$ cat src/rtl/seg_display_mux.sv
// Drives a multiplexed 3-digit 7-segment display from a 12-bit hex status word.
// Each digit owns one REFRESH_DIV-cycle slot. The first DEAD_CYCLES cycles of every
// slot are blank to suppress ghosting. The input is snapshotted once per frame so a
// frame never tears.
module seg_display_mux #(
   parameter int REFRESH_DIV = 50000,
   parameter int DEAD_CYCLES = 64,
   parameter bit ACTIVE_LOW  = 1'b1
) (
   input  logic        clk,
   input  logic        rst,
   input  logic [11:0] seg_digits,
   input  logic [2:0]  dp_in,
   input  logic        blank_lz,
   output logic [7:0]  seg_out,
   output logic [2:0]  seg_en,
   output logic        frame_tick
);

   localparam int            CW       = (REFRESH_DIV > 1) ? $clog2(REFRESH_DIV) : 1;
   localparam logic [CW-1:0] CNT_LAST = CW'(REFRESH_DIV - 1);
   localparam logic [CW-1:0] CNT_DEAD = CW'(DEAD_CYCLES);
   localparam logic [CW-1:0] CNT_ONE  = CW'(1);

   typedef enum logic [1:0] {
      DIG0 = 2'd0,
      DIG1 = 2'd1,
      DIG2 = 2'd2
   } digit_t;

   logic [CW-1:0] cnt, cnt_nxt;
   digit_t        d, d_nxt;
   logic          frame_start;

   logic [11:0]   snap;
   logic [2:0]    dp_snap;
   logic          lz_snap;

   logic [3:0]    nib;
   logic          blank;
   logic          dp_bit;
   logic [2:0]    en_onehot;
   logic [6:0]    seg7;
   logic [7:0]    seg_logic;
   logic [2:0]    en_logic;

   assign frame_start = (cnt == '0) && (d == DIG0);

   // Slot counter and digit index registers.
   always_ff @(posedge clk or posedge rst) begin
      if (rst) begin
         cnt <= '0;
         d   <= DIG0;
      end else begin
         cnt <= cnt_nxt;
         d   <= d_nxt;
      end
   end

   // Next slot position: the counter wraps at the end of a slot and the digit advances.
   always_comb begin
      cnt_nxt = cnt + CNT_ONE;
      d_nxt   = d;
      if (cnt == CNT_LAST) begin
         cnt_nxt = '0;
         case (d)
            DIG0:    d_nxt = DIG1;
            DIG1:    d_nxt = DIG2;
            default: d_nxt = DIG0;
         endcase
      end
   end

   // Latch the display inputs once per frame, at the start of digit 0's slot.
   always_ff @(posedge clk or posedge rst) begin
      if (rst) begin
         snap    <= '0;
         dp_snap <= '0;
         lz_snap <= 1'b0;
      end else if (frame_start) begin
         snap    <= seg_digits;
         dp_snap <= dp_in;
         lz_snap <= blank_lz;
      end
   end

   // Select the current digit's nibble, blanking and dp, and decode to logical segments.
   always_comb begin
      nib       = snap[3:0];
      blank     = 1'b0;
      dp_bit    = dp_snap[0];
      en_onehot = 3'b001;
      case (d)
         DIG0: begin
            nib       = snap[11:8];
            blank     = lz_snap && (snap[11:8] == 4'h0);
            dp_bit    = dp_snap[2];
            en_onehot = 3'b100;
         end
         DIG1: begin
            nib       = snap[7:4];
            blank     = lz_snap && (snap[11:4] == 8'h00);
            dp_bit    = dp_snap[1];
            en_onehot = 3'b010;
         end
         default: ;
      endcase

      case (nib)
         4'h0: seg7 = 7'h3F;
         4'h1: seg7 = 7'h06;
         4'h2: seg7 = 7'h5B;
         4'h3: seg7 = 7'h4F;
         4'h4: seg7 = 7'h66;
         4'h5: seg7 = 7'h6D;
         4'h6: seg7 = 7'h7D;
         4'h7: seg7 = 7'h07;
         4'h8: seg7 = 7'h7F;
         4'h9: seg7 = 7'h6F;
         4'hA: seg7 = 7'h77;
         4'hB: seg7 = 7'h7C;
         4'hC: seg7 = 7'h39;
         4'hD: seg7 = 7'h5E;
         4'hE: seg7 = 7'h79;
         default: seg7 = 7'h71;
      endcase

      seg_logic = {dp_bit, blank ? 7'h00 : seg7};
      en_logic  = en_onehot;
      if (cnt < CNT_DEAD) begin
         seg_logic = '0;
         en_logic  = '0;
      end
   end

   // Output register: pin polarity is applied here so every pin is glitch-free.
   always_ff @(posedge clk or posedge rst) begin
      if (rst) begin
         seg_out    <= {8{ACTIVE_LOW}};
         seg_en     <= {3{ACTIVE_LOW}};
         frame_tick <= 1'b0;
      end else begin
         seg_out    <= seg_logic ^ {8{ACTIVE_LOW}};
         seg_en     <= en_logic ^ {3{ACTIVE_LOW}};
         frame_tick <= frame_start;
      end
   end

endmodule

$ cat config.mk
export PLATFORM = sky130hd
export DESIGN_NAME = seg_display_mux
export DESIGN_NICKNAME = d
export VERILOG_FILES = /design/src/rtl/seg_display_mux.sv
export SDC_FILE = /design/constraint.sdc
export NUM_CORES = 1
export LEC_CHECK = 0
export CAP_MARGIN = 25
export CORE_UTILIZATION = 58
export CTS_CLUSTER_SIZE = 20
export DETAILED_ROUTE_END_ITERATION = 8
export PLACE_DENSITY_LB_ADDON = 0.08
export RECOVER_POWER = 25
export SKIP_CTS_REPAIR_TIMING = 1
export SLEW_MARGIN = 20
export SYNTH_ARGS = -nofsm -noshare
export SYNTH_HDL_FRONTEND = slang
export SYNTH_SLANG_ARGS = --single-unit
$ cat constraint.sdc
create_clock -name clk -period 5.3 [get_ports clk]
set_input_delay 0.795 -clock clk [delete_from_list [all_inputs] [get_ports clk]]
set_output_delay 0.795 -clock clk [all_outputs]
set_load 0.1 [all_outputs]
Met1 routing:
Bar = 20 um.
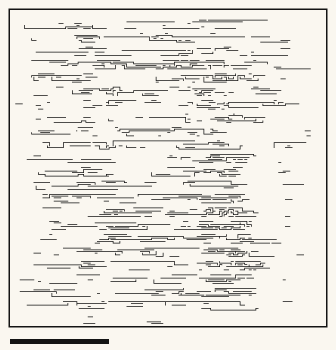
wire length on this layer: 1,860 um
main direction: horizontal
nets with wire on the layer: 219
share of all routed wire: 47%

M2 wires:
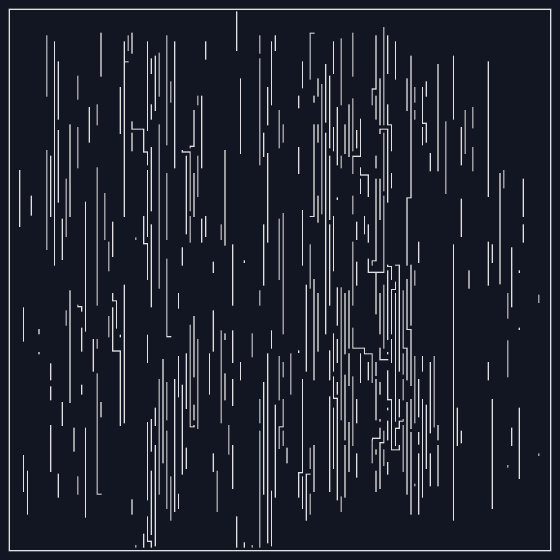
wire length on this layer: 1,890 um
nets with wire on the layer: 211

Signal wires on met3:
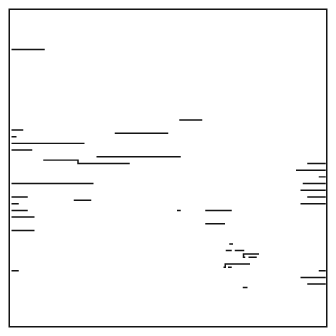
longest straight run: 16.8 um
main direction: horizontal
wire length on this layer: 175 um
nets with wire on the layer: 32
share of all routed wire: 4.4%

==> impl_metrics.json <==
{
  "drt_pass1_iterations": 5,
  "asyncSetResetFlopFracSynth": 1.00,
  "netlist.top_cell.by_area": "dfrtp_1",
  "drtIter0Drc": 62,
  "power.combinational.total_w": 0.0000453,
  "power.ir.vdd_worst_uv": 260,
  "grt_max_degree": 47,
  "maxSlewViolCount": 47,
  "drt.antenna.violating_nets": 0,
  "min_delay_worst_endpoint": "cnt[13]$_DFF_PP0_",
  "drt-wirelength-per-cell_um": 14.6,
  "hold_class": "reg2reg",
  "total_die_area_sq_um": 4110,
  "synthSimpleGateAreaFrac": 0.158,
  "io_port_bufs": 29,
  "end_kind": "asynchronous set/reset pin",
  "cellLeakagePower_nw": 1.12,
  "nonClockInverterCount": 6,
  "routed_via_density": 5.60,
  "final_util": 0.715,
  "lay_top_count": "dfrtp_1",
  "layout.nonclk_buf_frac": 0.111,
  "post-synth-top-count-cell": "dfrtp_1",
  "first_global_vias": 1562,
  "cts.htree.levels": 2,
  "post_synth_xor_area_fraction": 0.0548,
  "placed_cells": 264,
  "drc_errors": 0,
  "fin_worst_skew_ns": 0.0126,
  "maxCapViolCount": 1,
  "synthesis.area_per_instance_sq_um": 11.6,
  "die_height_um": 64.1,
  "result_of_the_run": "finished with violations",
  "violations": "max-capacitance violations, max-slew violations",
  "enable_flop_cells": 0,
  "power_clock_w": 0.000217,
  "top_cells_by_area": "dfrtp_1, dfstp_2, mux2_4",
  "worst_pin_slew_ns": 2.31,
  "hold-worst-slack_ns": 0.494,
  "yosys-dominant-comb-family": "simple AND/OR/NAND/NOR gates",
  "critical_path.reg2reg.startpoint": "d[0]$_DFFE_PP0N_",
  "yosys_most_used_dff": "dfrtp_1",
  "crit_chain": "dlygate4sd3_1 > inv_1 > clkbuf_1",
  "ys.warnings.count": 0,
  "yosys.area_share.adder": 0.0391,
  "sw_frac_of_total": 0.221,
  "routability_congestion": 0.938,
  "p_per_area_nw_per_um2": 236,
  "routed_via_count": 1523,
  "clock-sinks": 46
}
